**config.mk**
```make
export PLATFORM = sky130hd
export DESIGN_NAME = reg_load_sequencer
export DESIGN_NICKNAME = d
export VERILOG_FILES = /design/src/rtl/reg_load_sequencer.sv
export SDC_FILE = /design/constraint.sdc
export NUM_CORES = 1
export LEC_CHECK = 0
export ABC_AREA = 0
export CAP_MARGIN = 30
export CORE_MARGIN = 3
export CORE_UTILIZATION = 52
export DETAILED_ROUTE_END_ITERATION = 6
export PLACE_DENSITY = 0.85
export SLEW_MARGIN = 20
export SYNTH_ARGS = -nofsm -noshare
export SYNTH_HDL_FRONTEND = slang
export SYNTH_SLANG_ARGS = --single-unit
export TNS_END_PERCENT = 10
```
**constraint.sdc**
```tcl
create_clock -name CLK -period 2 [get_ports CLK]
set_input_delay 0.4 -clock CLK [delete_from_list [all_inputs] [get_ports CLK]]
set_output_delay 0.4 -clock CLK [all_outputs]
set_load 0.005 [all_outputs]
```
**src/rtl/reg_load_sequencer.sv**
```systemverilog
// Write sequencer for the 32x32 register stack.
// Debounced step/fill buttons drive single or burst writes.
module reg_load_sequencer #(
  parameter int DEBOUNCE_CYCLES = 1000000,
  parameter int DB_W            = 20
) (
  input  logic        CLK,
  input  logic        Reset,
  input  logic        Btn_Step,
  input  logic        Btn_Fill,
  input  logic [1:0]  Sel_Data,
  output logic        Write_Reg,
  output logic [4:0]  W_Addr,
  output logic [31:0] W_Data,
  output logic [4:0]  R_Addr,
  output logic        Busy
);

  typedef enum logic [1:0] {
    IDLE,
    STEP,
    FILL
  } state_e;

  localparam logic [DB_W-1:0] CntMax = DB_W'(DEBOUNCE_CYCLES - 1);

  // bit 0 = step button, bit 1 = fill button
  logic [1:0]            btn;
  logic [1:0]            s1_q, s2_q;
  logic [1:0]            lvl_q, lvl_d;
  logic [1:0]            prv_q;
  logic [1:0][DB_W-1:0]  cnt_q, cnt_d;
  logic                  step_p, fill_p;

  state_e      state_q, state_d;
  logic [4:0]  ptr_q, ptr_d;
  logic        we_q, we_d;
  logic        busy_q, busy_d;
  logic [4:0]  waddr_q, waddr_d;
  logic [4:0]  raddr_q, raddr_d;
  logic [31:0] wdata_q, wdata_d;
  logic [31:0] pat;

  assign btn    = {Btn_Fill, Btn_Step};
  assign step_p = lvl_q[0] & ~prv_q[0];
  assign fill_p = lvl_q[1] & ~prv_q[1];

  // Pattern lookup from the data-select switches
  always_comb begin
    pat = 32'h1234_5678;
    unique case (Sel_Data)
      2'b00: pat = 32'h1234_5678;
      2'b01: pat = 32'hFFFF_FFFF;
      2'b10: pat = 32'hF0F0_F0F0;
      2'b11: pat = 32'h0000_007F;
    endcase
  end

  // Debounce: level flips only after a run of stable mismatches
  always_comb begin
    lvl_d = lvl_q;
    cnt_d = '0;
    for (int i = 0; i < 2; i++) begin
      if (s2_q[i] != lvl_q[i]) begin
        if (cnt_q[i] == CntMax) lvl_d[i] = s2_q[i];
        else cnt_d[i] = cnt_q[i] + 1'b1;
      end
    end
  end

  // Synchronisers, debounce state and edge history
  always_ff @(posedge CLK or negedge Reset) begin
    if (!Reset) begin
      s1_q  <= '0;
      s2_q  <= '0;
      lvl_q <= '0;
      prv_q <= '0;
      cnt_q <= '0;
    end else begin
      s1_q  <= btn;
      s2_q  <= s1_q;
      lvl_q <= lvl_d;
      prv_q <= lvl_q;
      cnt_q <= cnt_d;
    end
  end

  // Next state and registered write-port values
  always_comb begin
    state_d = state_q;
    ptr_d   = ptr_q;
    we_d    = 1'b0;
    busy_d  = 1'b0;
    waddr_d = waddr_q;
    raddr_d = raddr_q;
    wdata_d = wdata_q;
    unique case (state_q)
      IDLE: begin
        if (fill_p) begin
          state_d = FILL;
          we_d    = 1'b1;
          busy_d  = 1'b1;
          waddr_d = 5'd0;
          raddr_d = 5'd0;
          wdata_d = pat;
        end else if (step_p) begin
          state_d = STEP;
          we_d    = 1'b1;
          waddr_d = ptr_q;
          raddr_d = ptr_q;
          wdata_d = pat;
        end
      end
      STEP: begin
        state_d = IDLE;
        ptr_d   = ptr_q + 5'd1;
      end
      FILL: begin
        if (waddr_q == 5'd31) begin
          state_d = IDLE;
          ptr_d   = 5'd0;
        end else begin
          we_d    = 1'b1;
          busy_d  = 1'b1;
          waddr_d = waddr_q + 5'd1;
          raddr_d = waddr_q + 5'd1;
          // pattern + address grows by one per beat
          wdata_d = wdata_q + 32'd1;
        end
      end
      default: state_d = IDLE;
    endcase
  end

  // FSM and output registers
  always_ff @(posedge CLK or negedge Reset) begin
    if (!Reset) begin
      state_q <= IDLE;
      ptr_q   <= '0;
      we_q    <= 1'b0;
      busy_q  <= 1'b0;
      waddr_q <= '0;
      raddr_q <= '0;
      wdata_q <= '0;
    end else begin
      state_q <= state_d;
      ptr_q   <= ptr_d;
      we_q    <= we_d;
      busy_q  <= busy_d;
      waddr_q <= waddr_d;
      raddr_q <= raddr_d;
      wdata_q <= wdata_d;
    end
  end

  assign Write_Reg = we_q;
  assign Busy      = busy_q;
  assign W_Addr    = waddr_q;
  assign R_Addr    = raddr_q;
  assign W_Data    = wdata_q;

endmodule

```
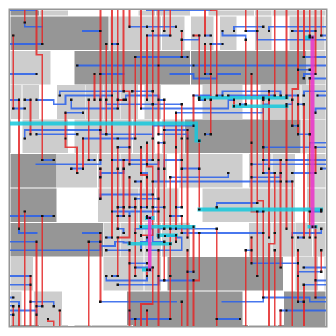
run_1/zoom.png
Region (40, 19) to (65, 44) um. Cells in grey, sequential cells in the stronger grey; small squares are vias.
- met1: blue
- met4: magenta
- met3: cyan
- met2: red
- netlist names of flops here include: `ptr_q` (4), `R_Addr` (2)
- cells with their middle in the window: 53
- most frequent: nor2_1 (11), dfrtp_1 (7), a21oi_1 (7)
- sequential cells in the window: 7

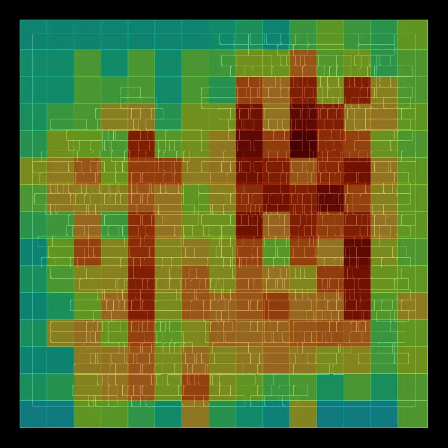
run_1/final_congestion.png
GRT Util Overall: 0.239
GR met1 Demand/Resource: 0.290
Core Util, Final: 0.663
routed len/inst: 17.1 um
busiest grt layer: met2

==> flow_metrics.py, run 1 <==
# Auto-generated metrics
metrics = {
    "floorplan": {
        "die_x_um": 104,
        "rows": 35,
        "taps": 129,
        "fp-utilization": 0.538,
        "die-height_um": 104,
        "coreArea_um2": 9330,
        "pin_count": 50,
        "dieArea_um2": 10900,
    },
    "synth": {
        "synth_seq_share": 0.469,
        "ys_async_sr_fraction": 1.00,
        "top_cells_by_area": "dfrtp_1 47%, nor2_1 5.8%, xor2_1 5.1%, nand3_1 3.9%, ha_1 3.0%",
        "mux_share": 0.0170,
        "synthTopCellsByCount": "94 x dfrtp_1, 78 x nor2_1, 39 x nand3_1",
        "ys_chip_area_um2": 5020,
        "synth_cell_types": 59,
        "top_cell_area_share": 0.469,
        "yosysWarnings": 0,
        "yosysTopAreaCell": "dfrtp_1",
        "syn_nets": 548,
    },
    "worst_setup_path": {
        "max_stage_delay_ps": 550,
        "reg2reg_depth": 6,
        "critPathMaxFanout": 8,
        "crit_path_cell_trace": "nand2_1 -> nor4_4 -> buf_4 -> nand2_1 -> o31ai_1 -> a22o_1",
        "required_ps": 2300,
    },
    "place": {
        "gp_congestion": 0.989,
    },
    "route": {
        "met3_length_um": 919,
        "post-route-drc-count": 0,
        "dr.first_iter.drc_count": 321,
        "num_vias": 4508,
        "drt-total-wl_um": 12700,
        "ant_nets": 0,
    },
    "pwr": {
        "p_clk_frac": 0.366,
        "pwr-share-comb": 0.058,
        "comb_cell_power_w": 0.000195,
    },
    "sta": {
        "hold_viol": 0,
        "setup_viol": 0,
        "fmax_mhz": 524,
        "maxSlewHeadroom": 0.612,
        "worst_slack_ps": 89.9,
        "hold_ws_ps": 18.0,
        "setup_tns_ps": 0,
    },
    "cells_and_area": {
        "clock_area_frac": 0.0297,
        "buffer_area_frac": 0.143,
        "final_area_um2": 6190,
        "largest_class": "combinational gates",
        "top_register": "cnt_q",
        "area_growth_pct": 23.4,
        "fin_nets": 628,
        "nNonClkBuffers": 96,
        "comb_share": 0.413,
        "n_antenna_cell": 0,
    },
    "global_route": {
        "antenna_found_initial": 0,
        "grt_max_degree": 43,
        "grt_overflow_total": 0,
    },
    "run_status": {
        "outcome": "finished, final reports clean",
    },
    "clock_tree": {
        "cts_tree": "built",
        "clock_sinks": 94,
        "cts-root-buf": "clkbuf_8",
        "cts_buffer_depth": 2,
        "cts_setup_buffers": 0,
    },
    "hold_path": {
        "hold_path_class": "in -> async",
    },
}
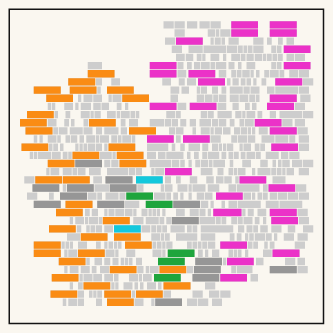
run_1/registers.png
Scale: 3 px per um. Other sequential cells in the stronger grey, the rest of the logic in the fainter grey.
- `W_Data`: magenta (sequential cells 32)
- `state_q`: cyan (sequential cells 2)
- `cnt_q`: orange (sequential cells 40)
- `ptr_q`: green (sequential cells 5; where south)
sequential share of cell area: 0.380
register cell area after layout: 2350 um2
Seq power: 0.00194 W

## run 1: repair_timing
action,CTS,global route
setup endpoints to repair,0,17
hold buffers,0,0
gates resized,0,16
## run 1: final timing paths
check	slack, ps	start	end
min reg2reg	360	s1_q[0]$_DFF_PN0_	s2_q[0]$_DFF_PN0_
max	90	W_Data[17]$_DFFE_PN0P_	W_Data[25]$_DFFE_PN0P_
min in group CLK	360	s1_q[0]$_DFF_PN0_	s2_q[0]$_DFF_PN0_
max reg2reg	90	W_Data[17]$_DFFE_PN0P_	W_Data[25]$_DFFE_PN0P_
min	20	Reset	Write_Reg$_DFF_PN0_
max in group asynchronous	1370	Reset	cnt_q[20]$_DFF_PN0_
## Run 2: what changed since run 1
TNS_END_PERCENT = 100   (was 10)
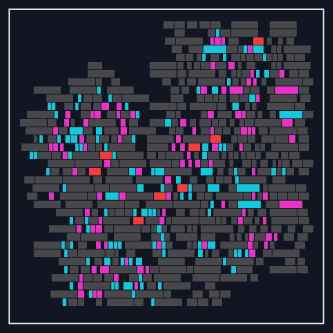
run_2/gate_families.png
Scale: 3 px per um.
- NAND gates: magenta (cells 100; most used nand3_1)
- NOR gates: cyan (cells 110; most used nor2_1)
- multiplexers: red (cells 8; where centre)

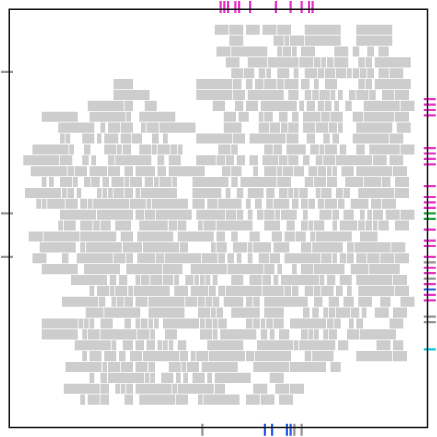
run_2/pins.png
Scale: 4 px per um. Pins as bars across the die edge, other pins in grey.
- `Reset`: cyan (pins 1; direction input; edge east)
- `R_Addr`: blue (pins 5; direction output; edge 4 south, 1 east)
- `Sel_Data`: green (pins 2; direction input; edge east)
- `W_Data`: magenta (pins 32; direction output; edge 21 east, 11 north)
- all pins by edge: 29 east, 11 north, 7 south, 3 west

==> run 2 against run 1 <==
Wire length grew 0.53%. Clock skew fell by 0.65 ps. Worst setup slack worse by 16 ps. Sequential cell count is the same. Final cell count is 0.13% higher.
==> flow_metrics.py, run 2 <==
# Auto-generated metrics
metrics = {
    "worst_setup_path": {
        "r2r-start": "R_Addr[0]$_DFFE_PN0P_",
        "timing.rr.end": "W_Data[30]$_DFFE_PN0P_",
        "ff2ff_setup_slack_ps": 70,
        "crit_end": "W_Data[30]$_DFFE_PN0P_",
    },
    "cells_and_area": {
        "seq_share": 0.380,
        "regArea_um2": 2350,
        "fin_util": 0.665,
        "fin_nets": 629,
        "n_antenna_cell": 0,
        "final_area_um2": 6200,
        "nNonClkBuffers": 97,
        "buffer_area_frac": 0.144,
        "clock_area_frac": 0.0297,
        "top_register": "cnt_q",
    },
    "route": {
        "wl_per_cell_um": 17.2,
        "post-route-drc-count": 0,
        "num_vias": 4504,
        "dr.first_iter.drc_count": 273,
        "ant_nets": 0,
    },
    "global_route": {
        "grtUsageTotal": 0.239,
        "busiest_layer": "met2",
        "antenna_found_initial": 0,
    },
    "synth": {
        "synthTopCellsByCount": "94 x dfrtp_1, 78 x nor2_1, 39 x nand3_1",
        "yosysWarnings": 0,
        "ys_chip_area_um2": 5020,
        "synth_seq_share": 0.469,
        "yosysTopAreaCell": "dfrtp_1",
        "ys_async_sr_fraction": 1.00,
        "top_cell_area_share": 0.469,
    },
    "floorplan": {
        "taps": 129,
        "rows": 35,
        "die_x_um": 104,
        "dieArea_um2": 10900,
        "pin_count": 50,
    },
    "hold_path": {
        "hold_path_class": "in -> async",
    },
    "clock_tree": {
        "ctsHoldBuffers": 0,
        "cts-root-buf": "clkbuf_8",
    },
    "place": {
        "gp_congestion": 0.989,
    },
    "pwr": {
        "p_clk_frac": 0.366,
    },
    "run_status": {
        "outcome": "finished, final reports clean",
    },
    "sta": {
        "maxSlewHeadroom": 0.611,
    },
}
==> run 2: how the worst min path moves through the flow <==
stage,from,endpoint,cells past startpoint
2_1_floorplan,Reset,Busy$_DFF_PN0_,0
3_3_place_gp,s1_q[0]$_DFF_PN0_,s2_q[0]$_DFF_PN0_,0
3_5_place_dp,s1_q[0]$_DFF_PN0_,s2_q[0]$_DFF_PN0_,0
4_1_cts,Reset,Write_Reg$_DFF_PN0_,1
5_1_grt,Reset,Write_Reg$_DFF_PN0_,1
6_report,Reset,Write_Reg$_DFF_PN0_,1
==> run 2: repair_timing <==
action                     4_1_cts  5_1_grt
setup endpoints to repair        0       17
setup buffers                    0        1
gates resized                    0       17
## Run 3: what changed since run 2
GPL_TIMING_DRIVEN = 1   (was unset)
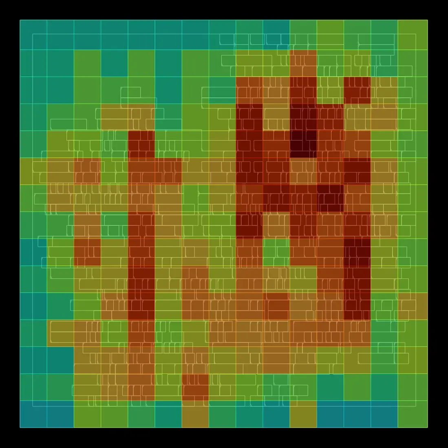
run_3/final_congestion.png
routed len/inst: 17.2 um
Core Util, Final: 0.665
met2 Track Usage GR: 0.405

==> run 3 against run 2 <==
Sequential power barely moved. Worst hold slack did not move. Wire length did not move. Fmax did not move. Non-clock buffer count did not move. Critical path type unchanged. Clock skew did not move. Total power did not move. Core utilization did not move. Register-to-register slack barely moved. Area after synthesis did not move. Global-route usage did not move. Final cell count did not move.
==> flow_metrics.py, run 3 <==
# Auto-generated metrics
metrics = {
    "run_status": {
        "outcome": "finished, final reports clean",
    },
    "worst_setup_path": {
        "timing.rr.end": "W_Data[30]$_DFFE_PN0P_",
        "cp-end-kind": "flop",
        "required_ps": 2250,
        "crit_end": "W_Data[30]$_DFFE_PN0P_",
        "crit_path_cell_trace": "ha_1 -> and3_1 -> ha_2 -> nor2_4 -> nor2_4 -> nor3_1 -> mux2_2",
        "ff2ff_setup_slack_ps": 70,
    },
    "sta": {
        "fin_crit_sh": 0.963,
        "maxSlewHeadroom": 0.611,
        "fin_crit_ps": 1930,
    },
    "cells_and_area": {
        "n_antenna_cell": 0,
        "final_cell_mix": "93 x dfrtp_1, 77 x nor2_1, 48 x clkdlybuf4s50_1",
        "clock_area_frac": 0.0297,
        "buffer_area_frac": 0.144,
        "final.clkbuf_count": 9,
        "seq_share": 0.380,
        "nNonClkBuffers": 97,
        "fin_nets": 629,
        "regArea_um2": 2350,
    },
    "synth": {
        "ys_chip_area_um2": 5020,
        "synth_area_per_cell_um2": 9.46,
        "synth_seq_share": 0.469,
        "synthTopCellsByCount": "94 x dfrtp_1, 78 x nor2_1, 39 x nand3_1",
        "top_cell_area_share": 0.469,
        "netlist_area_um2": 5020,
        "ys_async_sr_fraction": 1.00,
        "yosysTopAreaCell": "dfrtp_1",
        "yosysWarnings": 0,
        "top_cells_by_area": "dfrtp_1 47%, nor2_1 5.8%, xor2_1 5.1%, nand3_1 3.9%, ha_1 3.0%",
    },
    "run": {
        "warnings": 31,
    },
    "clock_tree": {
        "cts_tree": "built",
        "ctsHoldBuffers": 0,
        "cts_buffer_depth": 2,
        "cts-root-buf": "clkbuf_8",
        "cts.repair.resized": 0,
        "numCtsBuffers": 9,
        "cts_setup_buffers": 0,
    },
    "floorplan": {
        "dieArea_um2": 10900,
        "rows": 35,
        "die_x_um": 104,
        "fp-utilization": 0.538,
        "taps": 129,
        "pin_count": 50,
    },
    "global_route": {
        "busiest_layer": "met2",
        "grtUsageTotal": 0.239,
        "antenna_found_initial": 0,
    },
    "pwr": {
        "p_clk_frac": 0.366,
    },
    "route": {
        "num_vias": 4504,
        "ant_nets": 0,
        "dr.first_iter.drc_count": 273,
        "post-route-drc-count": 0,
    },
    "hold_path": {
        "hold_path_class": "in -> async",
    },
    "place": {
        "gp_congestion": 0.989,
    },
}
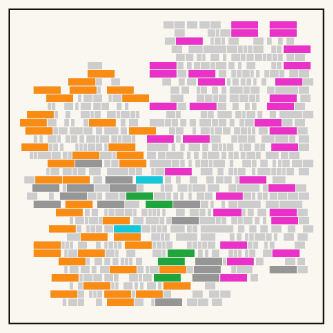
run_3/registers.png
Scale: 3 px per um. Other sequential cells in the stronger grey, the rest of the logic in the fainter grey.
- `W_Data`: magenta (sequential cells 32)
- `cnt_q`: orange (sequential cells 40)
- `ptr_q`: green (sequential cells 5; where south)
- `state_q`: cyan (sequential cells 2)
- not coloured: 15

run 3: cell counts after synthesis:
Identical to the previous run, type by type.
run 3: metrics by stage:
stage,TNS (ps),area [um2],setup slack (ps)
floorplan,0,5020,1.84
global placement,0,5920,0.195
detailed placement,-46.1,5920,-46.1
CTS,0,6110,6.74
global route,-21.8,6200,-21.8
finish,0,6200,74.3
run 3: kinds of logic after synthesis:
kind of cell | count (synthesis) | synth area share
and+or+nand+nor | 236 | 0.246
AOI/OAI and AO/OA | 100 | 0.130
DFF | 94 | 0.469
xor gates and xnor gates | 41 | 0.0716
buffers and inverters | 39 | 0.0369
adders and majority gates | 12 | 0.0299
muxes | 8 | 0.0170
Power figures rest on the tool's default switching activity, not on a simulated workload.
